<file path="src/rtl/deser_pkg.sv">
// Shared definitions for the parameterised serial-to-parallel deserializer.
package deser_pkg;

   // FSM state codes; 2'b11 is unused and recovers to ST_IDLE.
   typedef enum logic [1:0] {
      ST_IDLE   = 2'b00,
      ST_SHIFT  = 2'b01,
      ST_PARITY = 2'b10
   } state_t;

endpackage

</file>
<file path="src/rtl/deser_shifter.sv">
// Shift register, saturating bit counter and running parity for one frame.
// word_nxt/parity_nxt expose the values after the current cycle's shift, so
// the last data bit can complete a frame in the same cycle it arrives.
module deser_shifter
   import deser_pkg::*;
#(
   parameter int WIDTH = 14,
   parameter int CW    = $clog2(WIDTH + 1)
) (
   input  logic             clock,
   input  logic             reset,
   input  logic             shift_en,
   input  logic             clear,
   input  logic             msb_first,
   input  logic             data_in,
   output logic [WIDTH-1:0] word,
   output logic [WIDTH-1:0] word_nxt,
   output logic [CW-1:0]    count,
   output logic             parity,
   output logic             parity_nxt
);

   // Next word and parity if data_in is shifted in this cycle.
   always_comb begin
      word_nxt   = msb_first ? {word[WIDTH-2:0], data_in} : {data_in, word[WIDTH-1:1]};
      parity_nxt = parity ^ data_in;
   end

   // Shift, count and accumulate parity; the counter saturates at WIDTH.
   always_ff @(posedge clock) begin
      if (reset || clear) begin
         word   <= '0;
         count  <= '0;
         parity <= 1'b0;
      end else if (shift_en) begin
         word   <= word_nxt;
         parity <= parity_nxt;
         if (count != CW'(WIDTH))
            count <= count + CW'(1);
      end
   end

endmodule

</file>
<file path="src/rtl/param_deserializer.sv">
// Serial-to-parallel deserializer with optional even parity, a holding
// register and a ready/ack handshake.
// Handshake: ready=1 means data_out/parity_err hold an unacknowledged word;
// ack=1 while ready=1 consumes it (ready drops next clock). A frame that
// completes while an unacknowledged word is held is dropped and sets the
// sticky overrun flag; ack clears overrun unless a drop happens that cycle.
module param_deserializer
   import deser_pkg::*;
#(
   parameter int WIDTH     = 14,
   parameter int MSB_FIRST = 1,
   parameter int PARITY_EN = 0
) (
   input  logic             clock,
   input  logic             reset,
   input  logic             ss,
   input  logic             data_in,
   input  logic             ack,
   output logic [WIDTH-1:0] data_out,
   output logic             ready,
   output logic             parity_err,
   output logic             overrun,
   output logic [1:0]       state
);

   localparam int CW = $clog2(WIDTH + 1);

   state_t           state_r;
   logic [WIDTH-1:0] word;
   logic [WIDTH-1:0] word_nxt;
   logic [CW-1:0]    count;
   logic             parity;
   logic             parity_nxt;
   logic             shift_en;
   logic             clear;
   logic             last_bit;
   logic             complete;
   logic             accept;
   logic             discard;
   logic [WIDTH-1:0] frame_word;
   logic             frame_perr;

   deser_shifter #(
      .WIDTH (WIDTH),
      .CW    (CW)
   ) u_shifter (
      .clock      (clock),
      .reset      (reset),
      .shift_en   (shift_en),
      .clear      (clear),
      .msb_first  (MSB_FIRST != 0),
      .data_in    (data_in),
      .word       (word),
      .word_nxt   (word_nxt),
      .count      (count),
      .parity     (parity),
      .parity_nxt (parity_nxt)
   );

   // Frame completion and handshake decisions for this cycle.
   always_comb begin
      shift_en   = (state_r == ST_SHIFT);
      clear      = (state_r == ST_IDLE) && ss;
      last_bit   = (state_r == ST_SHIFT) && (count == CW'(WIDTH - 1));
      complete   = (last_bit && (PARITY_EN == 0)) || (state_r == ST_PARITY);
      frame_word = (state_r == ST_PARITY) ? word : word_nxt;
      frame_perr = (PARITY_EN != 0) ? (parity ^ data_in) : 1'b0;
      accept     = complete && (!ready || ack);
      discard    = complete && ready && !ack;
   end

   // FSM, holding register and handshake flags.
   always_ff @(posedge clock) begin
      if (reset) begin
         state_r    <= ST_IDLE;
         data_out   <= '0;
         ready      <= 1'b0;
         parity_err <= 1'b0;
         overrun    <= 1'b0;
      end else begin
         case (state_r)
            ST_IDLE:   if (ss) state_r <= ST_SHIFT;
            ST_SHIFT:  if (last_bit) state_r <= (PARITY_EN != 0) ? ST_PARITY : ST_IDLE;
            ST_PARITY: state_r <= ST_IDLE;
            default:   state_r <= ST_IDLE;
         endcase

         if (accept) begin
            data_out   <= frame_word;
            parity_err <= frame_perr;
            ready      <= 1'b1;
         end else if (ack && ready && !complete) begin
            ready      <= 1'b0;
            parity_err <= 1'b0;
         end

         if (discard)
            overrun <= 1'b1;
         else if (ack)
            overrun <= 1'b0;
      end
   end

   assign state = state_r;

endmodule

</file>
<file path="config.mk">
export PLATFORM = sky130hd
export DESIGN_NAME = param_deserializer
export DESIGN_NICKNAME = d
export VERILOG_FILES = /design/src/rtl/deser_pkg.sv /design/src/rtl/deser_shifter.sv /design/src/rtl/param_deserializer.sv
export SDC_FILE = /design/constraint.sdc
export NUM_CORES = 1
export LEC_CHECK = 0
export ABC_AREA = 1
export CORE_UTILIZATION = 25
export CTS_CLUSTER_SIZE = 24
export DETAILED_ROUTE_END_ITERATION = 10
export SETUP_SLACK_MARGIN = 0.3
export SLEW_MARGIN = 20
export SYNTH_ARGS = -nofsm -noshare
export SYNTH_HDL_FRONTEND = slang
export SYNTH_HIERARCHICAL = 1
export SYNTH_SLANG_ARGS = --single-unit
</file>
<file path="constraint.sdc">
create_clock -name clock -period 2.5 [get_ports clock]
set_clock_uncertainty 0.2 [all_clocks]
set_input_delay 0.75 -clock clock [delete_from_list [all_inputs] [get_ports clock]]
set_output_delay 0.75 -clock clock [all_outputs]
set_load 0.02 [all_outputs]
</file>
==> results_dict.tcl, run 1 <==
# implementation run metrics
set metrics [dict create \
    grt_pass1_vias 1331 \
    yosysWarnings 6 \
    pg_comb_uw 125 \
    min_path_cells 2 \
    switching_share 0.262 \
    min_from "overrun$_SDFFE_PP0P_" \
    postPlaceCellArea_um2 2160 \
    fin_area_um2 2270 \
    maxPowerGroup "registers" \
    core_um2 7370 \
    avgSynthCellArea_um2 6.91 \
    viasPerCell 3.93 \
    arrival_ns 1.21 \
    vdd_drop_max_mv 0.182 \
    syn_inst 279 \
    startpoint_type "register" \
    powerSeq_uw 583 \
    status "complete, no violations" \
    crit_slowest_cell "clkdlybuf4s50_1" \
    post-cts-setup-buffer-count 0 \
    logic_area_um2 816 \
    ant_nets 0 \
    die_x_um 89.8 \
    finalHoldViolCount 0 \
    antenna_found_initial 0 \
    holdPathEnd "overrun$_SDFFE_PP0P_" \
    overflow 0 \
    endpoint "data_out[7]" \
    seqPwrFrac 0.532 \
    dieArea_um2 8070 \
    fp-row-count 31 \
    comb_power_share 0.114 \
    dp_hpwl_mm 2.50 \
    cts_sinks 35 \
    cp_max_fo 2 \
    clockBufferDepth 2 \
    die_y_um 89.8 \
    worstRegToRegCells 6 \
    crit_cells 1 \
    numPortBuffers 21 \
    clk-power_uw 387 \
    path_class "register to primary output" \
    grt_setup_unrepaired "false" \
    gp_congestion 0.785 \
    cp.required_ns 1.55 \
    critPathLaunch "data_out[7]$_SDFFE_PP0P_" \
    cp-end-kind "primary output" \
    switching_power_uw 286 \
    drt_iter0_markers 54 \
]
run 1: final cells by class:
type	count	area share
Sequential cell	35	0.308
Multi-Input combinational cell	152	0.359
Inverter	79	0.130
Clock buffer	7	0.0336
Timing Repair Buffer	23	0.112
Tap cell	99	0.0545
Clock inverter	1	0.00220
run 1: registers in the layout, summed over array words and instances, names as in the netlist:
signal / flops
data_out: 14
state: 1
overrun: 1
u_shifter/word: 14
u_shifter/count: 4
ready: 1
run 1: layer usage:
layer / wire (um) / vias up / share of wire / global-route usage
met1: 1690 / 662 / 0.49 / 0.114
li1: - / 864 / - / -
met4: 54 / 0 / 0.016 / 0.0410
met3: 182 / 5 / 0.053 / 0.0338
met5: 0 / - / 0 / 0
met2: 1520 / 25 / 0.44 / 0.135
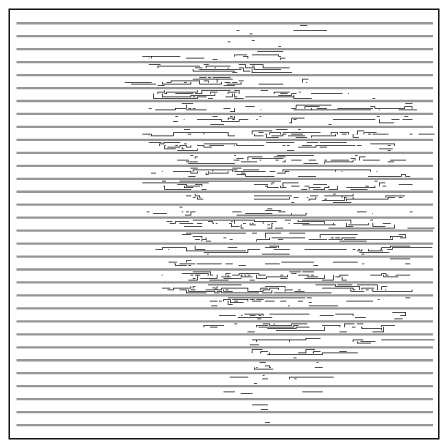
Fig. 1. Met1 routing (run 1).
Supply wires on this layer in grey.
share of all routed wire: 49%
main direction: horizontal
longest straight run: 21.2 um
grt met1 use: 0.114
final wirelength: 3.44 mm
vias: 1556

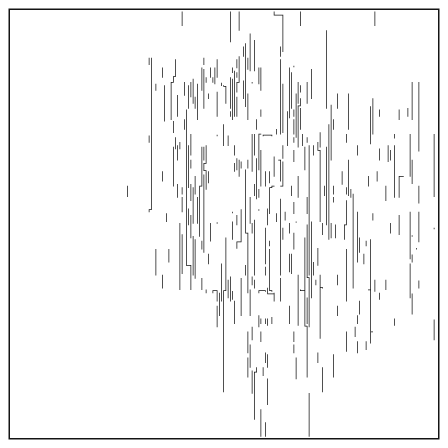
Fig. 2. Metal 2 (run 1).
main direction: vertical
share of all routed wire: 44%
wire length on this layer: 1520 um
longest straight run: 32.6 um
met2 usage: 0.135

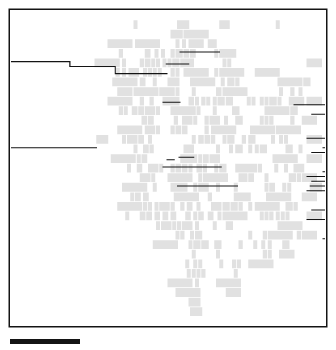
Fig. 3. Metal 3 (run 1).
Bar = 20 um.
wire length on this layer: 182 um
main direction: horizontal
share of all routed wire: 5.3%
met3 Use GR: 0.0338

Fig. 4: run 1, clock routing
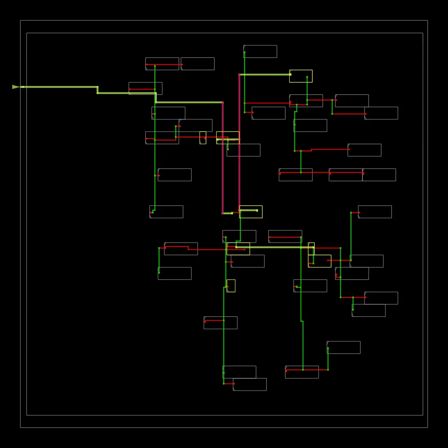

==> inputs of run 2 (changes only) <==
Settings changed: ABC_AREA 1 to not set.
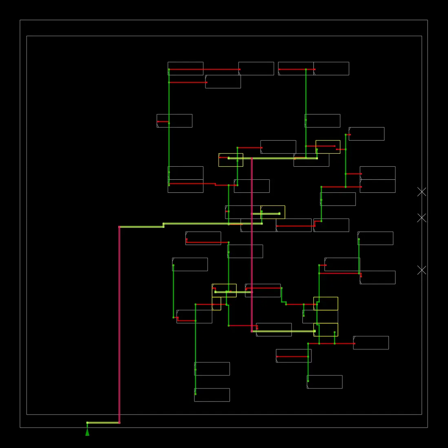
Fig. 5. Clock routing (run 2).
clk_lat worst skew: 0.28 ns
Layout clock buffers: 6
Clk. pwr: 407 uW
CTS sink cnt: 35
registers: 35

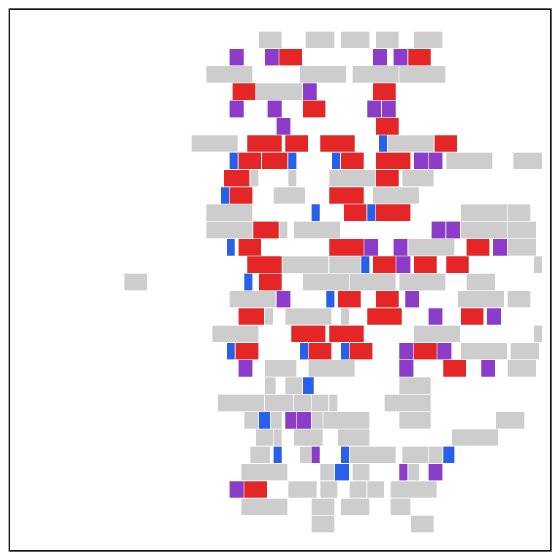
Fig. 6. Gate-type map (run 2).
legend:
  blue:
    family: NOR gates
    cells: 20
    most_used: nor2_1
  red:
    family: multiplexers
    cells: 42
    most_used: mux2i_1
  purple:
    family: NAND gates
    cells: 33
    most_used: nand2b_1
Commonest Layout Cell: dfxtp_1
Post-Layout Cell Count: 264
logic share of the area: 0.440

==> run 2 against run 1 <==
The flow now finishes with violations (design-rule violations). Die area decreased by 11%. Sequential power decreased by 3%. Synthesized cell count decreased by 42%. Maximum frequency decreased by 0.49%. Via count decreased by 28%. Total power decreased by 4.1%. Cell area decreased by 8.9%. Routed wire length decreased by 15%. Clock power increased by 5.2%. Global-route usage increased by 0.30 points. Clock-buffer cell count decreased by 1. Hold slack improved by 0.0074 ns. Largest power group unchanged.
==> results_dict.tcl, run 2 <==
# implementation run metrics
set metrics [dict create \
    numPortBuffers 21 \
    met3_length_um 125 \
    fin_area_um2 2070 \
    critPathLaunch "data_out[11]$_SDFFE_PP0P_" \
    grt_setup_unrepaired "false" \
    comb_power_share 0.074 \
    die_x_um 84.9 \
    ant_nets 0 \
    holdPathEnd "data_out[0]$_SDFFE_PP0P_" \
    reg.largest.list "data_out x14, u_shifter/word x14, u_shifter/count x4" \
    gp_congestion 0.654 \
    viasPerCell 4.26 \
    startpoint_type "register" \
    min_path_cells 2 \
    seqPwrFrac 0.538 \
    pg_comb_uw 78.0 \
    grt_pass1_vias 1106 \
    antenna_found_initial 0 \
    drt_iter0_markers 64 \
    fp-row-count 29 \
    clockBufferDepth 2 \
    maxPowerGroup "registers" \
    switching_share 0.224 \
    crit_cells 1 \
    drc_errors 3 \
    status "complete, but fails checks" \
    min_from "data_out[0]$_SDFFE_PP0P_" \
    crit_slowest_cell "clkdlybuf4s50_1" \
    dieArea_um2 7210 \
    die_y_um 84.9 \
    wl_mm 2.93 \
    core_um2 6490 \
    m1WireLength_mm 1.45 \
    path_class "register to primary output" \
    cp.required_ns 1.55 \
    arrival_ns 1.22 \
    failed_checks "design-rule violations" \
    dr_wl_met2_mm 1.28 \
]
==> run 2: layout make-up <==
| cell class | count | area [um^2] |
|---|---|---|
| sequential | 35 | 701 |
| tap | 77 | 96.3 |
| clock inverter | 1 | 5.00 |
| timing repair buffer | 25 | 269 |
| fill | 645 | 4420 |
| inverter | 2 | 7.51 |
| clock buffer | 6 | 82.6 |
| multi-input combinational | 118 | 911 |
==> run 2: metal layers <==
metal  up-vias  global-route usage
met4         0              0.0555
met3         6              0.0321
met1       510               0.113
met5         -                   0
met2        19               0.141
li1        590                   -
==> run 2: timing repair <==
item                       4_1_cts  5_1_grt
gates resized                    1       12
cloned                           0        0
setup buffers                    0        0
setup endpoints to repair        1       12
==> inputs of run 3 (changes only) <==
Settings changed: CTS_BUF_LIST set to sky130_fd_sc_hd__clkbuf_8, SLEW_MARGIN 20 to not set.
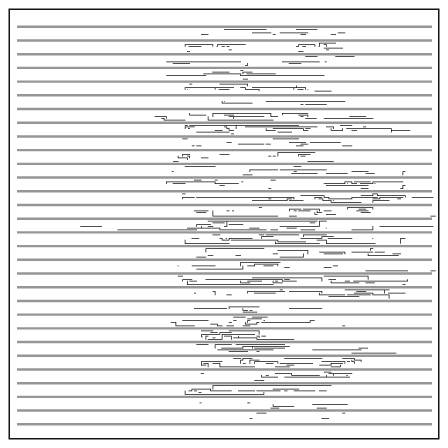
Fig. 7. Met1 routing (run 3).
Supply wires on this layer in grey.
share of all routed wire: 49%
longest straight run: 23.5 um
main direction: horizontal
nets with wire on the layer: 178
final wirelength: 2.93 mm
vias: 1125
grt met1 use: 0.113

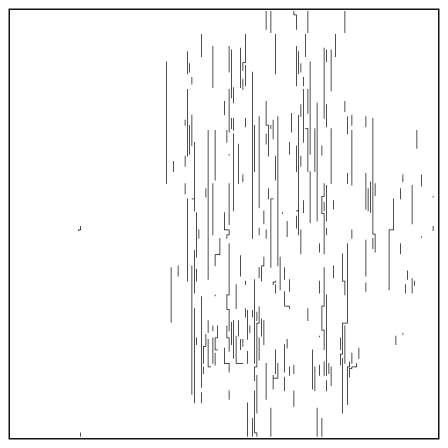
Fig. 8. Metal 2 (run 3).
wire length on this layer: 1280 um
share of all routed wire: 44%
main direction: vertical
longest straight run: 33.0 um
nets with wire on the layer: 149
met2 usage: 0.141

==> run 3 against run 2 <==
The flow still finishes with violations (design-rule violations). Global-route usage did not move. Total power stayed put. Cell area unchanged. Register-to-register slack hardly changed. Critical path depth stayed put. Utilization did not move. Sequential cell count stayed put. First-iteration DRC count unchanged. Critical endpoint unchanged. Highest routed layer unchanged.
==> results_dict.tcl, run 3 <==
# implementation run metrics
set metrics [dict create \
    logic_area_um2 911 \
    endpoint "data_out[11]" \
    seqPwrFrac 0.538 \
    switching_share 0.224 \
    worstRegToRegCells 4 \
    status "complete, but fails checks" \
    fin_cells 264 \
    cp-end-kind "primary output" \
    fp-row-count 29 \
    yosysWarnings 6 \
    layout_top_cell "dfxtp_1" \
    switching_power_uw 235 \
    drc_errors 3 \
    min_path_cells 2 \
    grt_setup_unrepaired "false" \
    holdPathEnd "data_out[0]$_SDFFE_PP0P_" \
    clkLatencyLatePin_ns 0.28 \
    path_class "register to primary output" \
    crit_slowest_cell "clkdlybuf4s50_1" \
    startpoint_type "register" \
    failed_checks "design-rule violations" \
    drt_iter0_markers 64 \
    maxPowerGroup "registers" \
    overflow 0 \
    ant_nets 0 \
    arrival_ns 1.22 \
    dieArea_um2 7210 \
    cts_sinks 35 \
    core_um2 6490 \
    die_x_um 84.9 \
    die_y_um 84.9 \
]
==> run 3: cell counts in the layout (fill, tap and decap cells not counted) <==
No cell type changed its count.
==> run 3: final cells by class <==
class,count,area share
multi-input combinational,118,0.440
sequential,35,0.338
timing repair buffer,25,0.130
tap,77,0.0465
clock buffer,6,0.0399
inverter,2,0.00362
clock inverter,1,0.00242
==> run 3: layer usage <==
layer | vias up | GRT usage | part of all wire
met5 | - | 0 | 0
met4 | 0 | 0.0555 | 0.026
met3 | 6 | 0.0321 | 0.043
met2 | 19 | 0.141 | 0.44
met1 | 510 | 0.113 | 0.49
li1 | 590 | - | -
==> run 3: metrics by stage <==
step                      setup WS [ns]  instance area, um^2
after CTS                         0.305                 2040
after detailed placement          0.234                 1960
after global routing              0.300                 2070
final                             0.334                 2070
after global placement            0.256                 1960
after floorplan                   0.698                 1740
No activity file was given, so power comes from the tool's default toggle rates.
